$ cat config.mk
export PLATFORM = sky130hd
export DESIGN_NAME = pattern_detector_param
export DESIGN_NICKNAME = d
export VERILOG_FILES = /design/src/rtl/pattern_detector_param.sv
export SDC_FILE = /design/constraint.sdc
export NUM_CORES = 1
export LEC_CHECK = 0
export ABC_AREA = 1
export CORE_AREA = 2 2 50 52
export CTS_CLUSTER_DIAMETER = 50
export DETAILED_ROUTE_END_ITERATION = 10
export DIE_AREA = 0 0 52 54
export HOLD_SLACK_MARGIN = 0.02
export PLACE_DENSITY = 0.76
export SETUP_SLACK_MARGIN = 0.15
export SYNTH_ARGS = -nofsm -noshare
export SYNTH_HDL_FRONTEND = slang
export SYNTH_SLANG_ARGS = --single-unit
$ cat constraint.sdc
create_clock -name clk -period 1.4 [get_ports clk]
set_input_delay 0.28 -clock clk [delete_from_list [all_inputs] [get_ports clk]]
set_output_delay 0.28 -clock clk [all_outputs]
set_load 0.005 [all_outputs]
$ cat src/rtl/pattern_detector_param.sv
// -----------------------------------------------------------------------------
// pattern_detector_param
//
// Parametrised serial Mealy pattern detector. A runtime-loadable PAT_W-bit
// pattern (MSB = first bit received) is matched against a qualified serial
// bit stream. Overlapping or non-overlapping detection is selected per cycle.
// A saturating counter tracks the number of matches.
//
// Ports:
//   clk         in   1      rising-edge clock
//   reset       in   1      asynchronous, active-high; clears all state
//   din_valid   in   1      din is sampled only when 1
//   din         in   1      serial data bit
//   overlap     in   1      1 = overlapping detection, 0 = non-overlapping
//   pat_load    in   1      load pat_in as the new pattern this cycle
//   pat_in      in   PAT_W  new pattern, MSB = first bit
//   count_clr   in   1      synchronous clear of match_count
//   z           out  1      Mealy match flag, combinational from state + inputs
//   match_count out  CNT_W  saturating number of matches
// -----------------------------------------------------------------------------
module pattern_detector_param #(
  parameter int unsigned           PAT_W       = 4,
  parameter int unsigned           CNT_W       = 8,
  parameter logic [PAT_W-1:0]      DEFAULT_PAT = 4'b1011
) (
  input  logic             clk,
  input  logic             reset,
  input  logic             din_valid,
  input  logic             din,
  input  logic             overlap,
  input  logic             pat_load,
  input  logic [PAT_W-1:0] pat_in,
  input  logic             count_clr,
  output logic             z,
  output logic [CNT_W-1:0] match_count
);

  // fill counts 0..PAT_W-1, so clog2(PAT_W) bits are always enough.
  localparam int unsigned             FILL_W   = $clog2(PAT_W);
  localparam logic [FILL_W-1:0]       FILL_MAX = FILL_W'(PAT_W - 1);
  localparam logic [CNT_W-1:0]        CNT_MAX  = '1;

  logic [PAT_W-1:0]  pat_q,   pat_d;
  logic [PAT_W-2:0]  hist_q,  hist_d;
  logic [FILL_W-1:0] fill_q,  fill_d;
  logic [CNT_W-1:0]  count_q, count_d;

  // Candidate window: the PAT_W-1 held bits followed by the incoming bit.
  // Its low PAT_W-1 bits are also the next history after a plain shift,
  // which keeps the shift legal even for PAT_W = 2.
  logic [PAT_W-1:0]  window;

  always_comb begin
    // NOTE: every variable gets a default first so no path leaves it unassigned
    // (which would infer a latch).
    window  = {hist_q, din};
    pat_d   = pat_q;
    hist_d  = hist_q;
    fill_d  = fill_q;
    count_d = count_q;

    // Only a fully filled history may produce a match; stale or partial
    // history after reset / pattern load never fires.
    z = din_valid & ~pat_load & (fill_q == FILL_MAX) & (window == pat_q);

    if (pat_load) begin
      // A new pattern invalidates whatever history was collected.
      pat_d  = pat_in;
      hist_d = '0;
      fill_d = '0;
    end else if (din_valid) begin
      if (z && !overlap) begin
        // Non-overlapping: the matched bits are consumed, start afresh.
        hist_d = '0;
        fill_d = '0;
      end else begin
        hist_d = window[PAT_W-2:0];
        fill_d = (fill_q == FILL_MAX) ? FILL_MAX : fill_q + 1'b1;
      end
    end

    // A clear coinciding with a match leaves exactly that match counted.
    if (count_clr) begin
      count_d = z ? CNT_W'(1) : '0;
    end else if (z && (count_q != CNT_MAX)) begin
      count_d = count_q + 1'b1;
    end
  end

  // NOTE: sequential state uses non-blocking assignments so all flops update
  // together from the values present before the edge.
  always_ff @(posedge clk or posedge reset) begin
    if (reset) begin
      pat_q   <= DEFAULT_PAT;
      hist_q  <= '0;
      fill_q  <= '0;
      count_q <= '0;
    end else begin
      pat_q   <= pat_d;
      hist_q  <= hist_d;
      fill_q  <= fill_d;
      count_q <= count_d;
    end
  end

  assign match_count = count_q;

endmodule

**Run 1: placed cells, one colour a class**

(6 px per um) Fill, decap, tap and diode cells in grey.
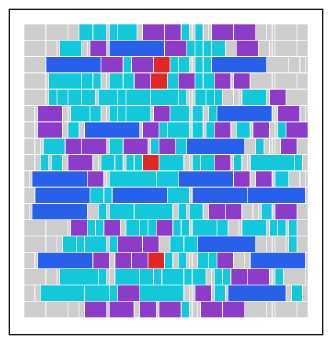
class	colour	cells	share of their area
flops	blue	17	25%
other buffers and delay cells	purple	54	28%
combinational and other logic	cyan	123	45%
clock drivers and dummy loads	red	4	1.8%

**Run 1: the metal 3 layer**

(10 px per um)
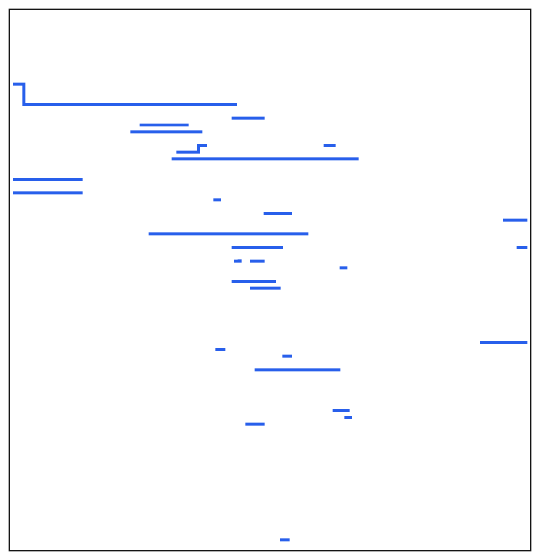
share of all routed wire	3.8%
wire length on this layer	127 um
longest straight run	21.2 um
nets with wire on the layer	21

**Run 1: sizing map**

(6 px per um)
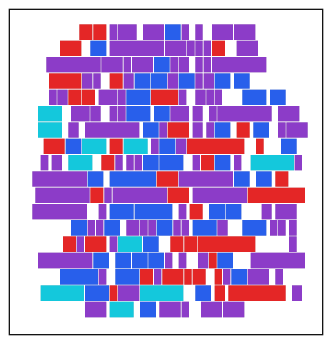
size	colour	cells	most used
_0 and _1 cells	purple	104	nand2_1
_2 cells	red	37	nand2_2
_6 and larger	cyan	10	buf_6
_3 and _4 cells	blue	47	buf_4

==> changes_impl.md, run 1 <==
### Metrics

- Register-to-Register Path Depth: 12
- Flops after synth: 17
- YS chip area: 0.00108 mm^2
- Crit path from: pat_q[3]$_DFFE_PP1P_
- CP Capture Point: z
- Max Freq: between 500 and 600 MHz
- Status: complete, but fails checks
- Mapped Area: 0.00108 mm^2
- WS Path Type: flip-flop to primary output
- Congestion Overflow GR: 0
- Worst-Skew Late Latency: 310 ps
- Seq/total area: 24.6%
- Final min period: 1740 ps
- Post-Synthesis Cells: 141
- Clkbuf count: 3
- Largest net degree at the start of global routing: 18
- Failing checks: setup timing
- Final Util: about three quarters
- Sequential cell area: 430 um^2
- Ao+oa area frac: under 10%
- Critical Path Start Type: flip-flop
- CTS tree: done
- Commonest Layout Cell: nand2_1
- Final setup viols: 14
- Initial DRC Count: roughly 45
- Cell area leaders: dfrtp_1 (32%), nand2_1 (15%), nand3_1 (8.8%)
- Share of cells above drive strength 1: 47.5%
- Sequential fraction of the synthesis area: 39.7%
- Fin crit share: 124%
- WL/cell: roughly 15 um
- Buffers excl. clock: 54
- Worst setup margin: -336 ps
- DR pass1 iterations: 4
- Count of warnings emitted by yosys: 0
- Cell Chain, Critical Path: inv_2 > nand2_4 > nand2_4 > nor2_8 > inv_2 > nor2_4 > buf_6
- Init Core Util: approximately 47%
- Max-area cell class: logic gates
- Post-route insts no fill: 228
- CTS buffer count: 3
- Power Density: 653 mW/mm^2
## run 1: timing repair
action,in CTS,in global routing
resized,39,20
buffers inserted,12,4
pin swaps,5,8
cloned,0,1
endpoints found under the setup margin,22,21
## run 1: metal layers
metal	wire, um	vias up
met5	0	-
met4	119	0
met3	127	13
met2	1810	37
met1	1310	577
li1	-	557
## run 1: registers in the layout, summed over array words and instances (netlist names)
| register | flops |
|---|---|
| fill_q | 2 |
| pat_q | 4 |
| match_count | 8 |
| hist_q | 3 |
## run 1: worst max-delay path: cells and delay by family, from the launching register on
family                 cells  cell delay (ps)
buffers and inverters      3              210
DFF                        1              560
and+or+nand+nor            4              370
## run 1: where the power goes
group          internal [mW]  switching [mW]
Clock                  0.109           0.189
Sequential             0.518          0.0155
Combinational          0.149           0.160
## Run 2: what changed since run 1
==> constraint.sdc (replaced) <==
create_clock -name clk -period 1.4 [get_ports clk]
set_input_delay 0.14 -clock clk [delete_from_list [all_inputs] [get_ports clk]]
set_output_delay 0.14 -clock clk [all_outputs]
set_load 0.005 [all_outputs]
**Run 2: placed cells, one colour a class**

(6 px per um) Fill, decap, tap and diode cells in grey.
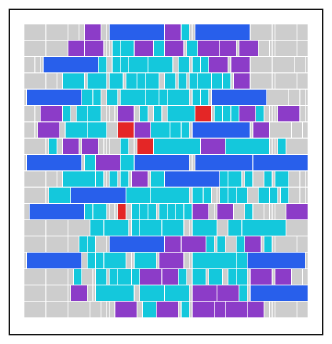
class	colour	cells	share of their area
flops	blue	17	27%
combinational and other logic	cyan	123	48%
clock drivers and dummy loads	red	4	1.6%
other buffers and delay cells	purple	44	24%

**Run 2: routing congestion map**

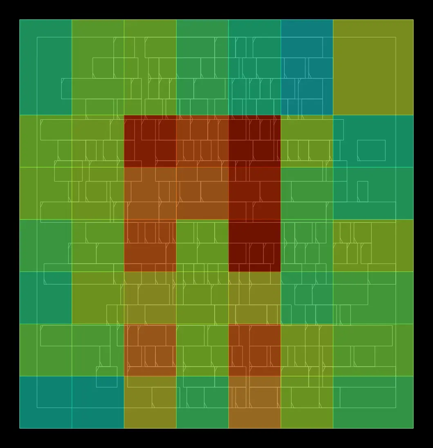
GRT met2 Usage: 38.0%
met1 usage: 26.5%
GRT Overall Usage: 21.6%
met3 Use GR: 4.17%
WL/cell: 12.1 um

==> changes_impl.md, run 2 <==
### Metrics

- YS chip area: 0.00108 mm^2 (unchanged)
- Failing checks: setup timing (unchanged)
- Fin crit share: 109% (was 124%)
- CTS buffer count: 3 (unchanged)
- Mapped Area: 0.00108 mm^2 (unchanged)
- Critical Path Start Type: flip-flop (unchanged)
- Init Core Util: 46.7% (unchanged)
- WS Path Type: flip-flop to primary output (unchanged)
- Sequential share of power: 49.8% (was 46.8%)
- Post-Synthesis Cells: 141 (unchanged)
- Post-route insts no fill: 218 (was 228)
- Final setup viols: 14 (unchanged)
- Top delay family on crit path: flip-flops (unchanged)
- Postcts setup bufs: 9 (was 12)
- Clk pwr share: 25.3% (was 26.1%)
- Status: complete, but fails checks (unchanged)
- CTS tree: done (unchanged)
- WP depth: 7 (unchanged)
- Initial DRC Count: 18 (was 45)
- Final Util: 70.7% (was 75.3%)
- Seq. pwr: 534 uW (was 533 uW)
- Top power group: sequential cells (unchanged)
- Cell area leaders: dfrtp_1 (32%), nand2_1 (15%), nand3_1 (8.8%) (unchanged)
- Worst setup margin: -133 ps (was -336 ps)
==> run 2: cell counts after synthesis <==
Identical to the previous run, type by type.
==> run 2: layer usage <==
metal	GRT usage [%]	share of wire, %
met1	26.5	45
met2	38.0	50
met3	4.17	3.3
met4	7.02	1.6
met5	0	0
==> run 2: area by class of cell <==
class                      count  area [um^2]
clock buffer                   4         26.3
inverter                      19         72.6
tap                           30         37.5
multi-input combinational    104          689
sequential                    17          430
fill                         173          679
timing repair buffer          44          384
==> run 2: cell families (layout without fill, tap and decap cells) <==
logic type / after synthesis / count (layout) / synth area share [%]
compound gates: 5 / 5 / 2.31
xor+xnor: 4 / 4 / 3.24
fa+ha+maj: 1 / 1 / 1.16
buf+inv: 21 / 67 / 8.09
flops: 17 / 17 / 39.7
simple gates: 93 / 94 / 45.5
## Run 3: what changed since run 2
- CORE_AREA: 2 2 50 52 -> 2 2 52 49
- DIE_AREA: 0 0 52 54 -> 0 0 54 51
- PLACE_DENSITY: 0.76 -> 0.78
**Run 3: sizing map**

(6 px per um)
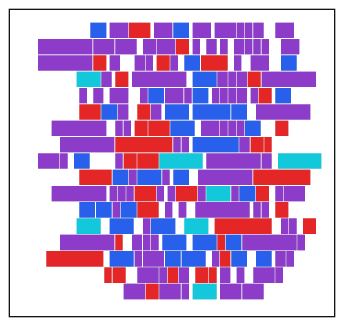
size	colour	cells	most used
_3 and _4 cells	blue	33	buf_4
_6 and larger	cyan	7	buf_6
_0 and _1 cells	purple	109	nand2_1
_2 cells	red	37	nand2_2

**Run 3: placed cells, one colour a class**

(6 px per um) Fill, decap, tap and diode cells in grey.
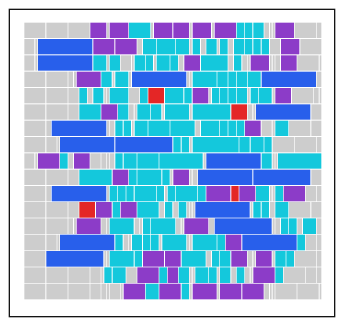
class	colour	cells	share of their area
combinational and other logic	cyan	123	48%
flops	blue	17	27%
other buffers and delay cells	purple	42	23%
clock drivers and dummy loads	red	4	1.7%

==> changes_impl.md, run 3 <==
### Metrics

- Fin crit share: 111% (was 109%)
- Mapped Area: 0.00108 mm^2 (unchanged)
- Worst path bufs/invs: 2 (unchanged)
- Flops after synth: 17 (unchanged)
- Met1 usage: 24.1% (was 26.5%)
- Congestion Overflow GR: 0 (unchanged)
- Routed wl met2: 1460 um (was 1320 um)
- Cell area leaders: dfrtp_1 (32%), nand2_1 (15%), nand3_1 (8.8%) (unchanged)
- Final setup viols: 10 (was 14)
- Mux frac, synth: 0% (unchanged)
- Register-to-Register Path Depth: 10 (unchanged)
- CTS buffer count: 3 (unchanged)
- Top delay family on crit path: flip-flops (unchanged)
- Ao+oa area frac: 2.31% (unchanged)
- Power Density: 662 mW/mm^2 (was 654 mW/mm^2)
- Worst setup margin: -150 ps (was -133 ps)
- Crit path from: pat_q[0]$_DFFE_PP1P_ (unchanged)
- Initial DRC Count: 27 (was 18)
- DR pass1 iterations: 4 (was 5)
- Max FFs per register: 8 (unchanged)
- Status: complete, but fails checks (unchanged)
- Failing checks: setup timing (unchanged)
- Comb pwr share: 25.0% (was 24.9%)
- Commonest Layout Cell: nand2_1 (unchanged)
- CTS tree: done (unchanged)
- WP depth: 7 (unchanged)
run 3: final cells by class:
type	instances	area [um^2]
repair buffers	42	369
inverters	19	72.6
flip-flops and latches	17	430
clock buffers	4	26.3
multi-input cells	104	681
fillers	159	683
well taps	28	35.0
run 3: power by group through the flow:
| stage | registers, mW | clock network (mW) | logic (mW) |
|---|---|---|---|
| 2_1_floorplan | 0.541 | 0 | 0.124 |
| 3_3_place_gp | 0.538 | 0 | 0.213 |
| 3_5_place_dp | 0.540 | 0 | 0.221 |
| 4_1_cts | 0.532 | 0.272 | 0.245 |
| 5_1_grt | 0.536 | 0.293 | 0.292 |
| 6_report | 0.533 | 0.267 | 0.267 |
run 3: what timing repair did:
item	4_1_cts	5_1_grt
pin swaps	11	11
buffers inserted	8	1
gates resized	27	18
setup endpoints to repair	22	16
cloned	1	0
No activity file was given, so power comes from the tool's default toggle rates.
